**src/rtl/cmp_16b_struct.sv**
```systemverilog
`default_nettype none
// ============================================================================
// Module      : cmp_16b_struct
// Description : Registered WIDTH-bit magnitude comparator built from 4-bit
//               leaf slices merged MSB-first through a pairwise tree.
//               Define CMP_SIGNED_EN for a two's-complement compare.
// Revision    : 1.0 - initial release
// ============================================================================
module cmp_16b_struct #(
    parameter int WIDTH = 16
) (
    input  logic             clk,
    input  logic             rst_n,
    input  logic             in_valid,
    input  logic [WIDTH-1:0] a,
    input  logic [WIDTH-1:0] b,
    output logic             a_is_equal,
    output logic             a_is_greater,
    output logic             a_is_smaller,
    output logic             out_valid
);

    localparam int SLICE_W = 4;
    localparam int NG      = WIDTH / SLICE_W;
    localparam int LEVELS  = $clog2(NG);

`ifdef CMP_SIGNED_EN
    localparam logic c_SIGNED = 1'b1;
`else
    localparam logic c_SIGNED = 1'b0;
`endif

    // Number of nodes present at a given tree level (odd leftovers pass up).
    function automatic int f_cnt(input int lvl);
        int c;
        c = NG;
        for (int i = 0; i < lvl; i++) begin
            c = (c + 1) / 2;
        end
        return c;
    endfunction

    logic w_root_eq;
    logic w_root_gt;
    logic w_root_lt;

    for (genvar l = 0; l <= LEVELS; l++) begin : g_lvl
        localparam int N = f_cnt(l);
        logic [N-1:0] w_eq;
        logic [N-1:0] w_gt;
        logic [N-1:0] w_lt;

        if (l == 0) begin : g_leaf
            for (genvar k = 0; k < NG; k++) begin : g_slice
                // Inverting the sign bit of both operands turns an unsigned
                // compare of the top slice into a two's-complement one.
                localparam logic [SLICE_W-1:0] c_FLIP =
                    (k == NG - 1) ? {c_SIGNED, 3'b000} : 4'b0000;
                logic [SLICE_W-1:0] w_sa;
                logic [SLICE_W-1:0] w_sb;
                logic [SLICE_W-1:0] w_x;
                logic [SLICE_W-1:0] w_win;

                assign w_sa  = a[k*SLICE_W +: SLICE_W] ^ c_FLIP;
                assign w_sb  = b[k*SLICE_W +: SLICE_W] ^ c_FLIP;
                assign w_x   = ~(w_sa ^ w_sb);
                assign w_win = w_sa & ~w_sb;

                assign w_eq[k] = &w_x;
                assign w_gt[k] = w_win[3]
                               | (w_x[3] & w_win[2])
                               | (&w_x[3:2] & w_win[1])
                               | (&w_x[3:1] & w_win[0]);
                assign w_lt[k] = ~w_eq[k] & ~w_gt[k];
            end
        end else begin : g_merge
            localparam int NP = f_cnt(l - 1);
            for (genvar j = 0; j < N; j++) begin : g_node
                if (2 * j + 1 < NP) begin : g_pair
                    logic w_eqh, w_gth, w_lth, w_eql, w_gtl, w_ltl;
                    assign w_eqh = g_lvl[l-1].w_eq[2*j+1];
                    assign w_gth = g_lvl[l-1].w_gt[2*j+1];
                    assign w_lth = g_lvl[l-1].w_lt[2*j+1];
                    assign w_eql = g_lvl[l-1].w_eq[2*j];
                    assign w_gtl = g_lvl[l-1].w_gt[2*j];
                    assign w_ltl = g_lvl[l-1].w_lt[2*j];

                    assign w_eq[j] = w_eqh & w_eql;
                    assign w_gt[j] = w_gth | (w_eqh & w_gtl);
                    assign w_lt[j] = w_lth | (w_eqh & w_ltl);
                end else begin : g_pass
                    assign w_eq[j] = g_lvl[l-1].w_eq[2*j];
                    assign w_gt[j] = g_lvl[l-1].w_gt[2*j];
                    assign w_lt[j] = g_lvl[l-1].w_lt[2*j];
                end
            end
        end
    end

    assign w_root_eq = g_lvl[LEVELS].w_eq[0];
    assign w_root_gt = g_lvl[LEVELS].w_gt[0];
    assign w_root_lt = g_lvl[LEVELS].w_lt[0];

    logic eq_q, gt_q, lt_q, vld_q;
    logic eq_d, gt_d, lt_d;

    // Flags hold their last qualified result while in_valid is low.
    always_comb begin
        eq_d = eq_q;
        gt_d = gt_q;
        lt_d = lt_q;
        if (in_valid) begin
            eq_d = w_root_eq;
            gt_d = w_root_gt;
            lt_d = w_root_lt;
        end
    end

    always_ff @(posedge clk or negedge rst_n) begin
        if (!rst_n) begin
            eq_q  <= 1'b0;
            gt_q  <= 1'b0;
            lt_q  <= 1'b0;
            vld_q <= 1'b0;
        end else begin
            eq_q  <= eq_d;
            gt_q  <= gt_d;
            lt_q  <= lt_d;
            vld_q <= in_valid;
        end
    end

    assign a_is_equal   = eq_q;
    assign a_is_greater = gt_q;
    assign a_is_smaller = lt_q;
    assign out_valid    = vld_q;

endmodule
`default_nettype wire

```
**config.mk**
```make
export PLATFORM = sky130hd
export DESIGN_NAME = cmp_16b_struct
export DESIGN_NICKNAME = d
export VERILOG_FILES = /design/src/rtl/cmp_16b_struct.sv
export SDC_FILE = /design/constraint.sdc
export NUM_CORES = 1
export LEC_CHECK = 0
export ABC_AREA = 1
export CAP_MARGIN = 5
export CORE_AREA = 2 2 44 46
export CTS_CLUSTER_SIZE = 24
export DETAILED_ROUTE_END_ITERATION = 12
export DIE_AREA = 0 0 46 48
export DONT_BUFFER_PORTS = 1
export PLACE_DENSITY = 0.55
export REMOVE_ABC_BUFFERS = 1
export SLEW_MARGIN = 20
export SYNTH_ARGS = -nofsm -noshare
export SYNTH_HDL_FRONTEND = slang
export SYNTH_SLANG_ARGS = --single-unit
```
**constraint.sdc**
```tcl
create_clock -name clk -period 0.9 [get_ports clk]
set_input_delay 0.18 -clock clk [delete_from_list [all_inputs] [get_ports clk]]
set_output_delay 0.18 -clock clk [all_outputs]
set_load 0.01 [all_outputs]
```
**Run 1: placement by cell class**

Scale: 8 px per um. Fill, decap, tap and diode cells in grey.
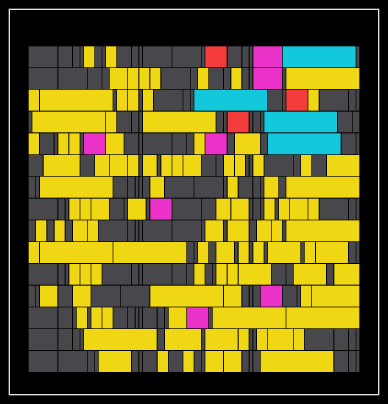
legend:
  clock-net drivers:
    colour: red
    cells: 3
    share_of_their_area: 2.2%
  remaining buffers and delay cells:
    colour: magenta
    cells: 7
    share_of_their_area: 5.6%
  registers:
    colour: cyan
    cells: 4
    share_of_their_area: 9.8%
  remaining logic cells:
    colour: yellow
    cells: 105
    share_of_their_area: 82%
std cell rows: 15
utilization after layout: 61.8%

**Run 1: the clock network**

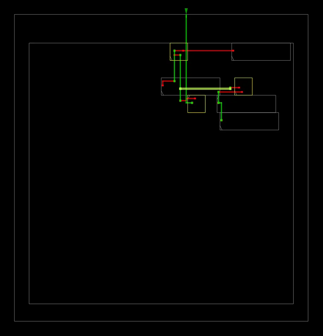
Clock Latency Late Sink: 230 ps
final-layout clock buffer total: 3
Power Clock: 0.214 mW

==> run summary, run 1 <==
Notes on the flow outputs.

- The longest incremental delay of any stage on the critical path is reported as roughly 250 ps.
- For the finished layout, the period the worst path requires is roughly 900 ps.
- The layer with the highest usage after global routing reads met2.
- Per the cell usage report, the commonest logic cell in the layout is nand2_1.
- The stage logs contain a warning count of 27.
- The area overhead of the layout relative to synthesis reads 55.3%.
- The internal power reads ~0.56 mW.
- The number of cells upsized or downsized after cts is 56.
- The sequential-to-total area share from yosys stat reads 14.9%.
- The CTS root buffer is clkbuf_4.
- The clock network fraction of total power is 25.5%.
- The core box area is 1690 um2.
- The global routing met1 resource utilization reads about 14%.
- The checks that failed: negative setup slack.
- The number of diodes added for antenna fixing is 0.
- The maximum buffer depth of the clock tree reads 2.
- The slew at the pin closest to its max-slew limit is 185 ps.
- The switching power total is between 0.2 and 0.3 mW.
- The met3 wire length reads between 60 and 70 um.
- The synthesized design contains 0 enable-type register cells.
- The post-detailed-route DRC marker count reads 0.
- The HPWL after detailed placement reads 1020 um.
- The maximum number of pins on one net before global-route repair reads 6.
- The first detailed-routing pass took 4 iterations.
- The via count of the first global-routing pass came to between 600 and 700.
- The dominant delay contributor by cell family on the critical path is simple AND/OR/NAND/NOR gates.
- The cell type of the slowest stage on the worst timing path is ha_4.
- The chip area line in the Yosys stat output reads about 670 um2.
- The routed length on met2 is 905 um.
- Counting instances in the post-synthesis netlist gives the leading cell types as inv_1, nand2_1, ha_1, nor2_1, nand3_1.
- The number of antenna violations at the first check in global routing came to 0.
- The most common cell type on the critical path reads nor2_1.
- For reference, the final report shows the hold violation count at 0.
- The switching share of power is 33.5%.
- The flow ran to the end, but the final reports show violations.
- The power density of the placed cells reads roughly 800 nW/um2.
- The post-layout net count reads 172.
- The share of total power in sequential cells reads between 20% and 30%.
- The fraction of synthesized cell area taken by the top area cell type is 29.8%.
- The max-capacitance violation count reads 0.
- For reference, the top cells by area after synthesis are ha_1, inv_1, dfrtp_1, nand2_1, nor2_1.
- TritonCTS built the clock tree.
- The most common logic cells in the final layout are nand2_1, inv_1, ha_4.
- The synthesized netlist cell count is about 110.
- The post-route clock period utilization is 100%.
- The first global-routing pass estimated between 2000 and 2500 um of wire.
- The sequential group power reads 0.214 mW.
- The via count normalized by instance count reads 4.86.
- Post-CTS timing repair inserted 0 buffers for setup.
- The final setup violation count reads 1.
- The area of the die is 2210 um2.
- The share of layout cells above drive strength 1 reads 46.2%.
- Setup repair after global routing could not meet its margin everywhere.
- The total cells reported by yosys after synthesis is 109.
- The maximum operating frequency is 1110 MHz.
- The slack of the critical path is -2.91 ps.
- The number of routed nets with antenna violations is 0.
- For the worst setup path, the data arrival time is 1020 ps.
- The power report attributes to the combinational group a share of 48.9%.
- The worst-case headroom to the max-slew limit reads 87.6%.
- The largest area contributor in the synthesized netlist is ha_1.
- The number of buffers inserted during clock tree synthesis is 3.
- Along the worst path, the maximum fanout reaches 2.
- The proportion of synthesized flip-flops having asynchronous set or reset reads 100%.
- The final weighted congestion in routability-driven placement reads 0.708.
- The total of hold buffers inserted after clock tree synthesis reads 2.
**Run 1: signal wires on met2**

Scale: 10 px per um. Cells faint in the background.
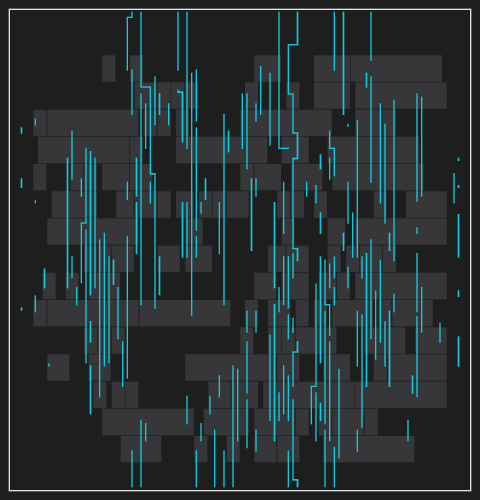
longest straight run: 24.1 um
share of all routed wire: 58%
wire length on this layer: 906 um
nets with wire on the layer: 146
main direction: vertical
Final Routed Wirelength: 1570 um
met2 track demand over resource in global routing: 30.0%
overall via count from detail_route: 661

**Run 1: nets reached from selected ports**

Scale: 8 px per um.
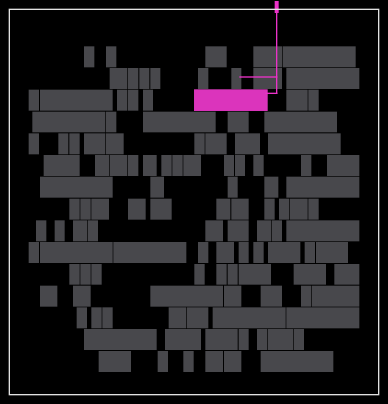
legend:
  a_is_smaller:
    colour: magenta
    direction: output
    end_cells: 1
    wire: 16.2 um
Port-buffer cells: 0
number of placed I/O pins: 39

[run 1: path summary, 6_finish.rpt]
| check | startpoint | endpoint | depth (start not counted) | slack (ps) |
|---|---|---|---|---|
| worst max-delay path | b[6] | a_is_smaller$_DFFE_PN0P_ | 11 | -3 |
| worst min-delay path | in_valid | a_is_greater$_DFFE_PN0P_ | 2 | 70 |
| worst max register to register | a_is_equal$_DFFE_PN0P_ | a_is_equal$_DFFE_PN0P_ | 1 | 140 |
| worst min register to register | a_is_greater$_DFFE_PN0P_ | a_is_greater$_DFFE_PN0P_ | 2 | 570 |
| max in group asynchronous | rst_n | a_is_greater$_DFFE_PN0P_ | 1 | 510 |
| min in group asynchronous | rst_n | out_valid$_DFF_PN0_ | 1 | 220 |
[run 1: per-stage QoR]
stage	power, mW	area, um2	setup WS (ps)	std cells	setup TNS [ps]
finish	0.839	1040	-2.91	136	-2.91
global route	0.919	1040	-81.7	136	-106
CTS	0.818	1020	-10.3	135	-10.3
detailed placement	0.458	723	-344	130	-922
global placement	0.453	723	-317	130	-889
floorplan	0.406	672	-243	109	-608
[run 1: registers in the layout, summed over array words and instances, names as in the netlist]
register      flops
a_is_equal        1
a_is_greater      1
a_is_smaller      1
out_valid         1
[run 1: logic make-up after synthesis]
| kind of cell | synth area share, % |
|---|---|
| AOI/OAI and AO/OA | 2.05 |
| and+or+nand+nor | 35.4 |
| adders and majority gates | 29.8 |
| DFF | 14.9 |
| buffers and inverters | 17.9 |
[run 1: final cells by class]
type	instances	area, um2
well taps	17	21.3
fillers	169	646
clock buffers	3	22.5
repair buffers	7	57.6
multi-input cells	73	679
inverters	32	163
flip-flops and latches	4	100
**Run 1: routed clock nets over the placement**

Scale: 10 px per um.
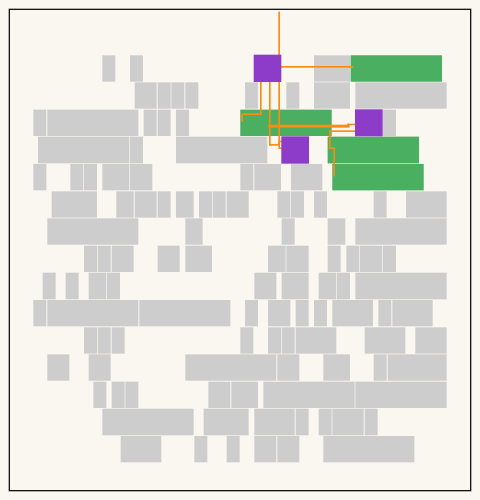

==> run 2: changes to the inputs <==
- CORE_AREA: 2 2 44 46 -> 5 5 47 49
- DIE_AREA: 0 0 46 48 -> 0 0 52 54
**Run 2: routed clock nets over the placement**

Scale: 10 px per um.
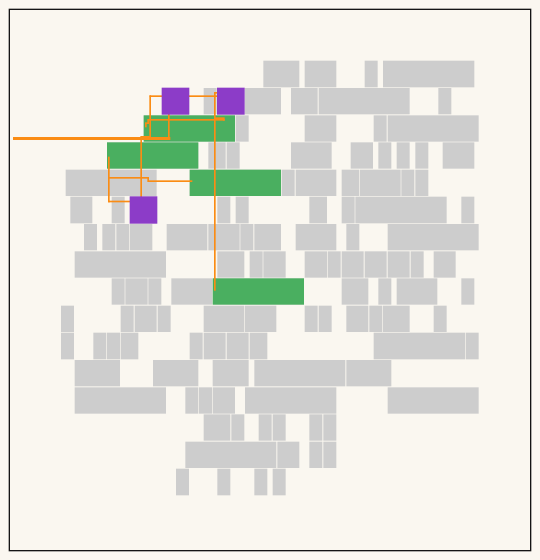
legend:
  clock-net drivers:
    colour: purple
    count: 3
  clock wires:
    colour: orange
    length: 87.2 um
  flip-flops:
    colour: green
    count: 4
routed clock nets: 4
Power Clock: 0.227 mW
clock share of power: 26.8%
Layout Skew: 0 ps
Clock Latency Late Sink: 240 ps

==> run 2 against run 1 <==
Compared with the run above: the run still ends with negative setup slack left; global-route usage decreased by 1.5 points; core utilization decreased by 3.8 points; sequential share of layout area decreased by 0.11 points; critical endpoint is now a_is_equal; largest power group unchanged.
==> run summary, run 2 <==
Notes on the flow outputs.

- The clock network area share is 2.13% (was 2.16%).
- The startpoint of the most critical setup path is a_is_equal$_DFFE_PN0P_ (was b[6]).
- The synthesized netlist cell count came to 109 (unchanged).
- RSZ-0062 raised after global routing: yes (unchanged).
- The number of clock buffers in the layout is 3 (unchanged).
- The yosys-reported design area after synthesis is 672 um2 (unchanged).
- The post-layout minimum cycle time is 935 ps (was 903 ps).
- The dominant delay contributor by cell family on the critical path reads flip-flops (was simple AND/OR/NAND/NOR gates).
- The reported leakage power reads 0.512 nW (was 0.510 nW).
- The slew at the pin closest to its max-slew limit reads 203 ps (was 185 ps).
- The overall power of the completed layout is 0.848 mW (was 0.839 mW).
- The maximum number of pins on one net before global-route repair reads 6 (unchanged).
- The top fanout value on the critical path reads 2 (unchanged).
- The final weighted congestion in routability-driven placement reads 0.616 (was 0.708).
- The CTS root buffer is clkbuf_4 (unchanged).
- The post-detailed-route DRC marker count is 0 (unchanged).
- The count of placed standard cells in the final layout, fillers left out is 147 (was 136).
- The switching power total was 0.299 mW (was 0.281 mW).
- Violations in the final reports: negative setup slack (unchanged).
- The total number of warnings across the stage logs is 27 (unchanged).
- The sequential group power was 0.215 mW (was 0.214 mW).
- The count of library flops with an enable pin reads 0 (unchanged).
- The largest stage delay on the critical path came to 390 ps (was 250 ps).
- The area occupied by registers reads 100 um2 (unchanged).
- The slack of the critical path reads -34.6 ps (was -2.91 ps).
- The post-route clock period utilization is 104% (was 100%).
- The start point of the worst hold path is in_valid (unchanged).
- The global-route wire length before repair reads 2790 um (was 2330 um).
- The path type of the worst setup path reads reg -> out (was in -> reg).
- The total iterations of the first detailed-routing run came to 4 (unchanged).
- The total cells reported by yosys after synthesis came to 109 (unchanged).
- The die width is 52 um (was 46 um).
- The switching share of power reads 35.3% (was 33.5%).
- The area overhead of the layout relative to synthesis is 57.2% (was 55.3%).
- The largest area contributor in the synthesized netlist reads ha_1 (unchanged).
- The logic share of the area reads 65.6% (was 65.1%).
- The count of non-CTS inverters in the layout was 32 (unchanged).
- The number of tap instances reads 27 (was 17).
- The cell count after placement is 139 (was 130).
- The filler cell count was 179 (was 169).
- The count of flip-flops and latches is 4 (unchanged).
- The count of plain and timing-repair buffers came to 8 (was 7).
- The maximum buffer depth of the clock tree reads 2 (unchanged).
- The number of I/O port buffers reads 0 (unchanged).
- Commonest non-fill, non-tap cells in the layout: inv_1, nand2_1, ha_4 (was nand2_1, inv_1, ha_4).
- The via count normalized by instance count is 4.63 (was 4.86).
- The via count of the first global-routing pass is 719 (was 622).
- The post-layout net count was 173 (was 172).
- The number of routed nets with antenna violations is 0 (unchanged).
- The cell type of the slowest stage on the worst timing path reads dfrtp_1 (was ha_4).
- The proportion of synthesized flip-flops having asynchronous set or reset reads 100% (unchanged).
- The max-capacitance violation count is 0 (unchanged).
- The count of endpoints failing hold in the final timing report came to 0 (unchanged).
- The number of antenna violations at the first check in global routing reads 0 (unchanged).
- The fraction of synthesized cell area taken by the top area cell type is 29.8% (unchanged).
- The top-level I/O count came to 39 (unchanged).
- Outcome: finished with violations (unchanged).
- Commonest cells post-synth: inv_1, nand2_1, ha_1, nor2_1, nand3_1 (unchanged).
- The sum of routed wire length over all layers was 1690 um (was 1570 um).
- The TritonCTS clock tree is yes (unchanged).
- The sequential-to-total area share from yosys stat reads 14.9% (unchanged).
- The arrival time of the worst setup path reads 750 ps (was 1020 ps).
- The worst-case headroom to the max-slew limit is 86.4% (was 87.6%).
- The total via count after detailed routing reads 680 (was 661).
- The number of logic gates reads 73 (unchanged).
- The share of layout cells above drive strength 1 is 48.3% (was 46.2%).
- The area of the die is 2810 um2 (was 2210 um2).
- The internal power is 0.548 mW (was 0.558 mW).
- The relative area of non-clock buffer cells in the final design reads 6.52% (was 5.52%).
- The worst reg2reg path startpoint is a_is_equal$_DFFE_PN0P_ (unchanged).
- The power density of the placed cells reads 803 nW/um2 (was 804 nW/um2).
- The number of diodes added for antenna fixing reads 0 (unchanged).
- The cell group occupying the most layout area is multi-input combinational cells (unchanged).
- The final setup violation count is 3 (was 1).
**Run 2: placement by cell class**

Scale: 6 px per um. Fill, decap, tap and diode cells in grey.
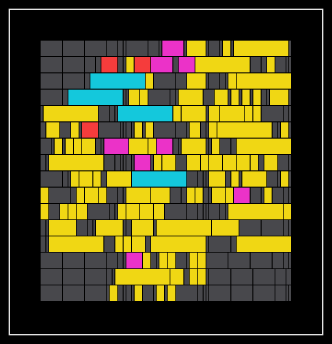
area of the core: 1820 um2
final design area excluding fillers: 1060 um2
utilization after layout: 58.0%
std cell rows: 16
flip-flop and latch share of the layout cell area: 9.48%

-- run 2: metal layers --
layer,wire [um],share of wire (%),GRT usage (%)
met4,0,0,3.93
met3,115,6.8,4.43
met5,0,0,0
met1,662,39,12.6
met2,912,54,26.6
-- run 2: cells by family after synthesis --
| logic type | share of synthesized area (%) |
|---|---|
| flip-flops | 14.9 |
| adder cells (fa/ha/maj) | 29.8 |
| AND-OR/OR-AND | 2.05 |
| AND/OR/NAND/NOR | 35.4 |
| buffers and inverters | 17.9 |
-- run 2: stage by stage --
stage | hold slack, ps | util [%] | setup WS [ps] | TNS (ps)
after floorplan | -116 | - | -243 | -608
after detailed placement | -116 | 40.0 | -348 | -902
after CTS | 76.7 | 55.2 | -30.9 | -61.7
final | 78.9 | 58.0 | -34.6 | -68.3
after global placement | -116 | 40.0 | -312 | -839
after global routing | 79.1 | 58.0 | -129 | -282
-- run 2: worst paths after layout --
| path | slack, ps | cells past startpoint | to |
|---|---|---|---|
| worst min-delay path | 80 | 2 | a_is_greater$_DFFE_PN0P_ |
| worst max register to register | 150 | 1 | a_is_equal$_DFFE_PN0P_ |
| min in group asynchronous | 220 | 1 | a_is_equal$_DFFE_PN0P_ |
| max in group asynchronous | 500 | 1 | a_is_greater$_DFFE_PN0P_ |
| worst min register to register | 560 | 1 | a_is_equal$_DFFE_PN0P_ |
| worst max-delay path | -30 | 1 | a_is_equal |
-- run 2: timing repair --
| item | in CTS | in global routing |
|---|---|---|
| endpoints found under the hold margin | 5 | 0 |
| hold buffers | 2 | 0 |
| resized | 45 | 15 |
| endpoints found under the setup margin | 4 | 4 |
| pin swaps | 32 | 12 |
| setup buffers | 2 | 1 |
==> run 3: changes to the inputs <==
- SLEW_MARGIN: 20 -> 10
**Run 3: the clock network**

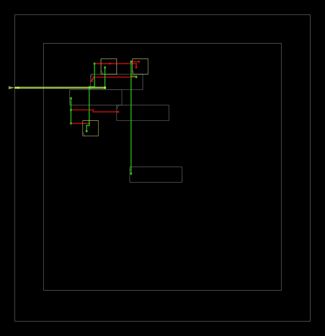
FFs & Latches: 4
clock buffers created by TritonCTS: 3

==> run 3 against run 2 <==
Compared with the run above: the flow still finishes with violations (negative setup slack); final cell count unchanged; flip-flop count unchanged; via count unchanged; first-iteration DRC count unchanged; synthesized cell count unchanged; non-clock buffer count unchanged; clock skew unchanged; global-route usage unchanged; register-to-register slack about the same; fmax unchanged; critical path depth unchanged; sequential share of layout area unchanged; critical path type unchanged.
==> run summary, run 3 <==
Notes on the flow outputs.

- The via count normalized by instance count is 4.63 (unchanged).
- The core box area reads 1820 um2 (unchanged).
- Outcome: finished with violations (unchanged).
- The internal power came to 0.548 mW (unchanged).
- The post-layout minimum cycle time is 935 ps (unchanged).
- The maximum buffer depth of the clock tree reads 2 (unchanged).
- The number of I/O port buffers reads 0 (unchanged).
- The switching power total reads 0.299 mW (unchanged).
- The HPWL after detailed placement is 1190 um (unchanged).
- Violations in the final reports: negative setup slack (unchanged).
- The total via count after detailed routing reads 680 (unchanged).
- The path type of the worst setup path reads reg -> out (unchanged).
- The number of diodes added for antenna fixing came to 0 (unchanged).
- The post-route clock period utilization reads 104% (unchanged).
- The post-detailed-route DRC marker count came to 0 (unchanged).
- The worst-case headroom to the max-slew limit reads 86.4% (unchanged).
- The filler cell count is 179 (unchanged).
- The total number of warnings across the stage logs reads 27 (unchanged).
- The share of total power in sequential cells was 25.4% (about the same).
- The largest stage delay on the critical path was 390 ps (about the same).
- The yosys-reported design area after synthesis is 672 um2 (unchanged).
- The area overhead of the layout relative to synthesis is 57.2% (unchanged).
- The number of antenna violations at the first check in global routing reads 0 (unchanged).
- The count of placed standard cells in the final layout, fillers left out reads 147 (unchanged).
- The area of the die is 2810 um2 (unchanged).
- The slack of the critical path reads -34.6 ps (unchanged).
- The CTS root buffer is clkbuf_4 (unchanged).
- The maximum number of pins on one net before global-route repair reads 6 (unchanged).
- The proportion of synthesized flip-flops having asynchronous set or reset reads 100% (unchanged).
- The post-route clock skew is 0 ps (unchanged).
- The dominant delay contributor by cell family on the critical path reads flip-flops (unchanged).
- The smallest hold slack is 78.9 ps (unchanged).
- The die width reads 52 um (unchanged).
- The cell type of the slowest stage on the worst timing path is dfrtp_1 (unchanged).
- The fraction of synthesized cell area taken by the top area cell type is 29.8% (unchanged).
- The maximum operating frequency was 1070 MHz (unchanged).
- The post-layout net count was 173 (unchanged).
- The via count of the first global-routing pass is 719 (unchanged).
- The final setup violation count is 3 (unchanged).
- The cell count after placement is 139 (unchanged).
- The slew at the pin closest to its max-slew limit was 203 ps (unchanged).
- The accumulated negative setup slack reads -68.3 ps (unchanged).
- The power density of the placed cells reads 803 nW/um2 (unchanged).
**Run 3: placement by cell class**

Scale: 6 px per um. Fill, decap, tap and diode cells in grey.
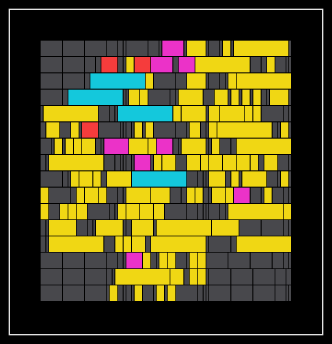
legend:
  remaining buffers and delay cells:
    colour: magenta
    cells: 8
    share_of_their_area: 6.7%
  remaining logic cells:
    colour: yellow
    cells: 105
    share_of_their_area: 81%
  registers:
    colour: cyan
    cells: 4
    share_of_their_area: 9.8%
  clock-net drivers:
    colour: red
    cells: 3
    share_of_their_area: 2.2%

[run 3: cell counts after synthesis]
Identical to the previous run, type by type.
[run 3: timing repair]
| item | 4_1_cts | 5_1_grt |
|---|---|---|
| endpoints found under the hold margin | 5 | 0 |
| resized | 45 | 15 |
| setup endpoints to repair | 4 | 4 |
| pin swaps | 32 | 12 |
| hold buffers | 2 | 0 |
| setup buffers | 2 | 1 |
[run 3: cell families after synthesis]
family / synth area share (%)
AND/OR/NAND/NOR: 35.4
buffers and inverters: 17.9
adder cells (fa/ha/maj): 29.8
flip-flops: 14.9
AND-OR/OR-AND: 2.05
[run 3: worst paths after layout]
check	startpoint	endpoint	slack [ps]	cells past startpoint
worst min register to register	a_is_equal$_DFFE_PN0P_	a_is_equal$_DFFE_PN0P_	560	1
max in group asynchronous	rst_n	a_is_greater$_DFFE_PN0P_	500	1
worst min-delay path	in_valid	a_is_greater$_DFFE_PN0P_	80	2
min in group asynchronous	rst_n	a_is_equal$_DFFE_PN0P_	220	1
worst max register to register	a_is_equal$_DFFE_PN0P_	a_is_equal$_DFFE_PN0P_	150	1
worst max-delay path	a_is_equal$_DFFE_PN0P_	a_is_equal	-30	1
[run 3: layer usage]
metal / GRT usage [%] / wire (um)
met4: 3.93 / 0
met2: 26.6 / 912
met1: 12.6 / 662
met5: 0 / 0
met3: 4.43 / 115
[run 3: per-stage QoR]
step           instance area, um2  util (%)
6_report                     1060      58.0
5_1_grt                      1060      58.0
4_1_cts                      1010      55.2
3_5_place_dp                  728      40.0
3_3_place_gp                  728      40.0
2_1_floorplan                 672         -
[run 3: cell type report]
type                       instances  area [um2]  share of cell area, %
tap                               27        33.8                   3.20
multi-input combinational         73         693                   65.6
timing repair buffer               8        68.8                   6.52
sequential                         4         100                   9.48
clock buffer                       3        22.5                   2.13
inverter                          32         138                   13.0
Power and IR drop assume default switching activity.
